File: src/rtl/fib_pkg.sv
// fib_pkg: shared state encoding and default widths for the Fibonacci sequencer.
package fib_pkg;
    typedef enum logic [1:0] {IDLE = 2'd0, RUN = 2'd1, DONE = 2'd2} state_t;
    localparam int DEF_WIDTH = 32;
    localparam int DEF_IDX_W = 6;
endpackage

File: src/rtl/fib_datapath.sv
// fib_datapath: Fibonacci register pair; the overflow flag travels with each term from b into a.
module fib_datapath
    import fib_pkg::*;
#(
    parameter int WIDTH = DEF_WIDTH
) (
    input  logic             clk,
    input  logic             rst,
    input  logic             load_i,
    input  logic             step_i,
    output logic [WIDTH-1:0] a_o,
    output logic             ovf_a_o
);
    logic [WIDTH-1:0] a_q, a_d, b_q, b_d;
    logic             ovf_a_q, ovf_a_d, ovf_b_q, ovf_b_d;
    logic [WIDTH:0]   sum;
    assign sum = {1'b0, a_q} + {1'b0, b_q};
    always_comb begin
        a_d     = load_i ? '0 : step_i ? b_q : a_q;
        b_d     = load_i ? WIDTH'(1) : step_i ? sum[WIDTH-1:0] : b_q;
        ovf_a_d = load_i ? 1'b0 : step_i ? ovf_b_q : ovf_a_q;
        // once either operand is invalid, every later term is too
        ovf_b_d = load_i ? 1'b0 : step_i ? (ovf_a_q | ovf_b_q | sum[WIDTH]) : ovf_b_q;
    end
    always_ff @(posedge clk or posedge rst) begin
        if (rst) begin
            a_q     <= '0;
            b_q     <= WIDTH'(1);
            ovf_a_q <= 1'b0;
            ovf_b_q <= 1'b0;
        end else begin
            a_q     <= a_d;
            b_q     <= b_d;
            ovf_a_q <= ovf_a_d;
            ovf_b_q <= ovf_b_d;
        end
    end
    assign a_o     = a_q;
    assign ovf_a_o = ovf_a_q;
endmodule

File: src/rtl/fib_sequencer.sv
// fib_sequencer: accepts an index n, steps the datapath n times and returns F(n) with overflow.
module fib_sequencer
    import fib_pkg::*;
#(
    parameter int WIDTH = DEF_WIDTH,
    parameter int IDX_W = DEF_IDX_W
) (
    input  logic             clk,
    input  logic             rst,
    input  logic             req_valid,
    output logic             req_ready,
    input  logic [IDX_W-1:0] req_n,
    output logic             rsp_valid,
    input  logic             rsp_ready,
    output logic [WIDTH-1:0] rsp_value,
    output logic             rsp_overflow,
    output logic             busy
);
    state_t           state_q, state_d;
    logic [IDX_W-1:0] cnt_q, cnt_d;
    logic [WIDTH-1:0] rsp_value_q, rsp_value_d, a;
    logic             rsp_ovf_q, rsp_ovf_d, ovf_a;
    logic             load, step, finish;
    assign load   = (state_q == IDLE) && req_valid;
    assign finish = (state_q == RUN) && (cnt_q == '0);
    assign step   = (state_q == RUN) && (cnt_q != '0);
    always_comb begin
        state_d     = load ? RUN : finish ? DONE : ((state_q == DONE) && rsp_ready) ? IDLE : state_q;
        cnt_d       = load ? req_n : step ? cnt_q - IDX_W'(1) : cnt_q;
        rsp_value_d = finish ? a : rsp_value_q;
        rsp_ovf_d   = finish ? ovf_a : rsp_ovf_q;
    end
    always_ff @(posedge clk or posedge rst) begin
        if (rst) begin
            state_q     <= IDLE;
            cnt_q       <= '0;
            rsp_value_q <= '0;
            rsp_ovf_q   <= 1'b0;
        end else begin
            state_q     <= state_d;
            cnt_q       <= cnt_d;
            rsp_value_q <= rsp_value_d;
            rsp_ovf_q   <= rsp_ovf_d;
        end
    end
    fib_datapath #(.WIDTH(WIDTH)) u_dp (
        .clk    (clk),
        .rst    (rst),
        .load_i (load),
        .step_i (step),
        .a_o    (a),
        .ovf_a_o(ovf_a)
    );
    assign req_ready    = (state_q == IDLE);
    assign rsp_valid    = (state_q == DONE);
    assign busy         = (state_q != IDLE);
    assign rsp_value    = rsp_value_q;
    assign rsp_overflow = rsp_ovf_q;
endmodule

File: config.mk
export PLATFORM = sky130hd
export DESIGN_NAME = fib_sequencer
export DESIGN_NICKNAME = d
export VERILOG_FILES = /design/src/rtl/fib_pkg.sv /design/src/rtl/fib_datapath.sv /design/src/rtl/fib_sequencer.sv
export SDC_FILE = /design/constraint.sdc
export NUM_CORES = 1
export LEC_CHECK = 0
export CORE_ASPECT_RATIO = 1.75
export CORE_MARGIN = 8
export CORE_UTILIZATION = 45
export CTS_CLUSTER_SIZE = 8
export DETAILED_ROUTE_END_ITERATION = 8
export PLACE_DENSITY_LB_ADDON = 0.25
export SLEW_MARGIN = 20
export SYNTH_ARGS = -nofsm -noshare
export SYNTH_HDL_FRONTEND = slang
export SYNTH_SLANG_ARGS = --single-unit
File: constraint.sdc
create_clock -name clk -period 4.6 [get_ports clk]
set_input_delay 0.92 -clock clk [delete_from_list [all_inputs] [get_ports clk]]
set_output_delay 0.92 -clock clk [all_outputs]
set_load 0.05 [all_outputs]
==> out/metrics.cfg, run 1 <==
[clock_tree]
cts_sinks=107
clock_latency_ns=0.35
htreeDepth=3
cts_setup_buffers=0
cts_hold_buf=0
max-clock-path-buffers=2

[die]
core-area_um2=13200
rows=56
fp_util_pct=45.3
die_x_um=103
die_height_um=169
pin_count=46

[route]
drtAntennaViolNets=0
via_count=4845
wl_per_cell_um=16.4
wl_um=14000
drt_iter0_markers=220

[job]
drv_cap=0
warning_count=26

[synth]
postSynthSeqShare_pct=44.7
ys.flops=107
ys_warn_count=0
edf_count=0
syn_avg_cell_area_um2=9.24
synth_cell_types=56
synth_chip_area_um2=6000
synthFlopType=dfrtp_1
synth_area_um2=6000

[final_timing]
worst_slew_pin_slew_ns=1.07
rsz0062_at_grt=no
setup_viol=0
period_needed_ns=2.80
relSlewSlack_pct=28.7
period_used_pct=60.9
tns_ns=0
fin_skew_ns=0.0115
hold_ws_ns=0.499
slew_viol_final=0

[cells_and_area]
nNetsFinal=717
lay_top_cells=123 x nand2_1, 106 x dfrtp_1, 45 x nand3_1, 45 x clkdlybuf4s50_1, 44 x a21oi_1
nFillCells=1217
layout-drive-gt1-share_pct=10.6
antenna_cells=0

[critical_path]
endpoint_kind=flip-flop
cp_num_buf_inv=0
cpLargestDelayFamily=AND-OR/OR-AND gates
path_cells=ha_1 > nand2_1 > nor3_1 > nand3_1 > a311oi_1 > a211oi_1 > xor2_1 > o21ai_1
path_class=flip-flop to flip-flop
timing.rr.start=u_dp.a_o[18]
cp.required_ns=4.80
crit_start=u_dp.a_o[18]
cp.arrival_ns=3.00

[pwr]
max-vdd-ir-drop_uv=166

[global_route]
grt_start_max_net_pins=62
gr-total-overflow=0
grt_util_all_layers_pct=16.8
antenna_found_initial=0

[placement]
io_buffers=45
place_congestion=0.919

[hold_path]
min_from=u_dp.b_q[28]
hold_class=flip-flop to flip-flop

[status]
status=completed

-- run 1: cell families after synthesis --
group	count (synthesis)	share of synthesized area, %
muxes	36	6.70
adders and majority gates	34	7.22
DFF	107	44.7
and+or+nand+nor	244	18.3
xor gates and xnor gates	30	4.38
buffers and inverters	48	3.23
AOI/OAI and AO/OA	150	15.5
-- run 1: cell usage after synthesis, drive strengths merged, types with 12 or more instances --
| library cell | count | area share, % |
|---|---|---|
| o21ai | 53 | 4.4 |
| dfrtp | 106 | 44 |
| clkbuf | 26 | 1.6 |
| inv | 12 | 0.75 |
| xor2 | 16 | 2.3 |
| nand3 | 45 | 3.8 |
| ha | 33 | 6.9 |
| xnor2 | 14 | 2.0 |
| a21oi | 46 | 4.0 |
| nand2 | 125 | 7.9 |
| nor2 | 28 | 1.8 |
| mux2 | 33 | 6.2 |
-- run 1: stage by stage --
stage | total power [W] | area (um^2) | worst slack (ns) | cells
CTS | 0.00174 | 6860 | 1.80 | 852
detailed placement | 0.000988 | 6580 | 1.81 | 836
global route | 0.00177 | 6860 | 1.70 | 852
finish | 0.00172 | 6860 | 1.80 | 852
global placement | 0.000988 | 6570 | 1.87 | 836
floorplan | 0.000972 | 6000 | 0.864 | 649
-- run 1: tightest hold or removal path: cells and delay by family, from the launching register on --
| kind | cells | cell delay, ns |
|---|---|---|
| flip-flops | 1 | 0.37 |
| AND/OR/NAND/NOR | 2 | 0.10 |
-- run 1: report_power, final --
group	internal [W]	switching (W)	leakage [nW]
logic	0.00000862	0.0000195	1.73
registers	0.000940	0	1.12
clock network	0.000387	0.000362	0.139
total	0.00134	0.000382	2.98
-- run 1: cell type report --
cell class	count	area (um^2)	share of cell area, %
multi-input combinational	494	3140	45.8
clock buffer	10	239	3.48
tap	174	218	3.17
timing repair buffer	49	493	7.18
inverter	12	47.5	0.693
sequential	107	2680	39.0
clock inverter	6	47.5	0.693
-- run 1: registers in the layout, indices dropped and copies added, names as in the netlist --
name / flops
u_dp.ovf_b_q: 1
rsp_value: 32
cnt_q: 6
rsp_overflow: 1
state_q: 2
u_dp.b_q: 32
u_dp.ovf_a_o: 1
u_dp.a_o: 32
-- run 1: metal layers --
layer  routed length (um)  vias up  share of wire (%)  GRT usage [%]
met5                    0        -                  0              0
met1                 5530     2359                 40           18.4
met2                 7330      131                 53           30.0
met3                  554       30                4.0           2.26
met4                  546        0                3.9           9.18
li1                     -     2325                  -              -
-- run 1: worst paths after layout --
path                           endpoint  slack [ns]  cells after the start
max                        u_dp.b_q[29]        1.80                      8
min                        u_dp.a_o[28]        0.50                      2
max reg2reg                u_dp.b_q[29]        1.80                      8
min reg2reg                u_dp.a_o[28]        0.50                      2
max in group asynchronous   u_dp.b_q[0]        2.87                      3
min in group asynchronous  rsp_value[2]        0.98                      2
run_1/metal_density.png
The bar under the picture is 20 um long. 21 x 34 tiles, from black (low) to pale yellow (high), scaled to the fullest tile. Values are wire area over tile area, all layers added.
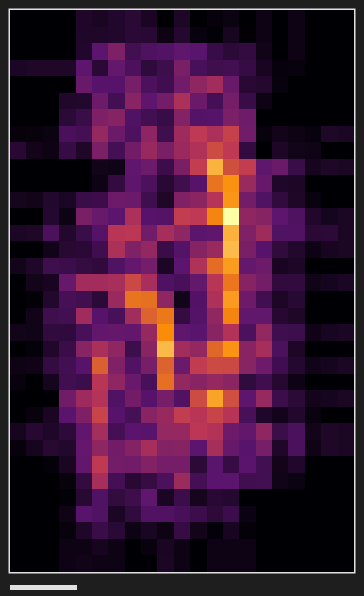
densest ninth of the die	center
mean over tiles	0.13
tiles over half the peak	6.2%
fullest tile	0.72
nearly empty tiles	25%

run_1/congestion.png
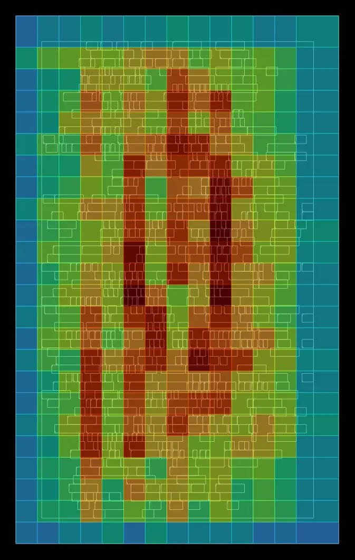
final design utilization: 51.8%
Top Usage Layer GRT: met2
met3 Usage GRT: 2.26%

run_1/layer_met2.png
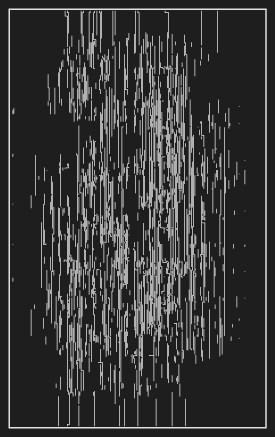
main direction	vertical
share of all routed wire	53%
nets with wire on the layer	607

==> run 1 -> run 2 <==
==> constraint.sdc (replaced) <==
create_clock -name clk -period 2.9 [get_ports clk]
set_input_delay 0.58 -clock clk [delete_from_list [all_inputs] [get_ports clk]]
set_output_delay 0.58 -clock clk [all_outputs]
set_load 0.05 [all_outputs]
run_2/congestion.png
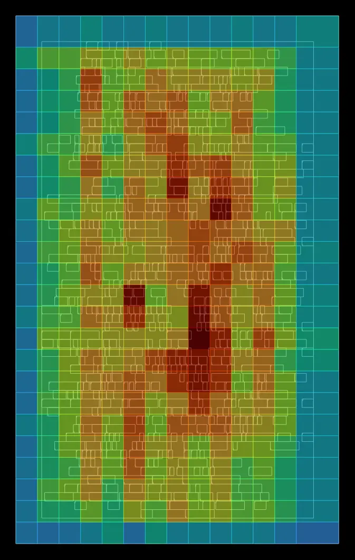
final design utilization: 52.7%
met3 Usage GRT: 2.67%
wire per inst: 15.8 um
global router's overall resource usage: 16.7%
M1 GR Usage: 18.5%

==> out/metrics.cfg, run 2 <==
[status]
status=completed  ; unchanged

[die]
pin_count=46  ; unchanged
fp_util_pct=45.3  ; unchanged
die_x_um=103  ; unchanged
core-area_um2=13200  ; unchanged

[clock_tree]
clock_latency_ns=0.35  ; about the same
cts_hold_buf=0  ; unchanged
htreeDepth=3  ; unchanged
cts_sinks=107  ; unchanged
max-clock-path-buffers=2  ; unchanged

[synth]
most_common_cell=nand2_1  ; unchanged
top_cell_area_share_pct=44.2  ; unchanged
synthFlopType=dfrtp_1  ; unchanged
edf_count=0  ; unchanged
synth_cell_types=56  ; unchanged
synth_chip_area_um2=6000  ; unchanged

[placement]
place_inst=845  ; was 836
io_buffers=45  ; unchanged

[global_route]
antenna_found_initial=0  ; unchanged
use_met2_pct=30.4  ; was 30.0%
gr-max-usage-layer=met2  ; unchanged

[cells_and_area]
finalNonFillerCells=861  ; was 852
fin_area_um2=6980  ; was 6860 um^2
layout-drive-gt1-share_pct=11.4  ; was 10.6%
nFillCells=1202  ; was 1217
antenna_cells=0  ; unchanged

[job]
drv_cap=0  ; unchanged
warning_count=26  ; unchanged

[critical_path]
timing.rr.start=u_dp.b_q[0]  ; was u_dp.a_o[18]
cp_num_buf_inv=1  ; was 0
crit_cells=10  ; was 8
path_cells=ha_1 > inv_1 > fa_1 > nand2b_1 > a21oi_2 > o2111ai_1 > and2_1 > nor3_1 > nor3_1 > o31ai_1  ; was ha_1 > nand2_1 > nor3_1 > nand3_1 > a311oi_1 > a211oi_1 > xor2_1 > o21ai_1
rrSetupSlack_ns=0.22  ; was 1.80 ns
path_class=flip-flop to flip-flop  ; unchanged

[pwr]
fin_total_pwr_w=0.00271  ; was 0.00172 W

[route]
via_count=4746  ; was 4845
wl_um=13600  ; was 14000 um

-- run 2: cell counts after synthesis --
No cell type changed its count.
-- run 2: cell families after synthesis --
group	after synthesis	share of synthesized area [%]
compound gates	150	15.5
xor+xnor	30	4.38
fa+ha+maj	34	7.22
buf+inv	48	3.23
flops	107	44.7
mux	36	6.70
simple gates	244	18.3
-- run 2: final cells by class --
type                    instances  area [um^2]  share of cell area (%)
clock inverters                 4         32.5                   0.466
inverters                      12         48.8                   0.699
repair buffers                 58          623                    8.92
flip-flops and latches        107         2680                    38.4
well taps                     174          218                    3.12
multi-input cells             494         3140                    44.9
clock buffers                  12          246                    3.53
-- run 2: metrics by stage --
stage	setup slack, ns	util [%]
after global placement	0.279	50.6
after detailed placement	0.259	50.6
after CTS	0.223	52.7
final	0.221	52.7
after floorplan	0.505	-
after global routing	0.0427	52.7
-- run 2: worst min path at each step --
stage,start,endpoint,slack (ns),cells past startpoint
2_1_floorplan,u_dp.b_q[11],u_dp.a_o[11],0.46,2
3_5_place_dp,u_dp.b_q[22],u_dp.a_o[22],0.49,2
3_3_place_gp,u_dp.b_q[22],u_dp.a_o[22],0.48,2
4_1_cts,u_dp.b_q[22],u_dp.a_o[22],0.50,2
5_1_grt,u_dp.ovf_b_q,u_dp.ovf_b_q,0.53,1
6_report,u_dp.b_q[20],u_dp.a_o[20],0.50,2
-- run 2: routing by layer --
metal	vias up	share of wire [%]
met2	54	54
met4	0	2.3
met1	2325	41
met5	-	0
met3	17	2.5
li1	2350	-
-- run 2: power breakdown --
group	internal [W]	switching [W]	leakage, nW	total (W)
combinational	0.0000166	0.0000309	1.79	0.0000475
clock	0.000614	0.000554	0.130	0.00117
sequential	0.00149	0	1.12	0.00149
total	0.00212	0.000585	3.04	0.00271
-- run 2: worst register-to-register path, cell delays in order (launching register included) --
cell	delay [ns]
dfstp_2	0.54
ha_1	0.16
inv_1	0.06
fa_1	0.39
nand2b_1	0.19
a21oi_2	0.23
o2111ai_1	0.19
and2_1	0.23
nor3_1	0.26
nor3_1	0.08
o31ai_1	0.26
Power figures rest on the tool's default switching activity, not on a simulated workload.
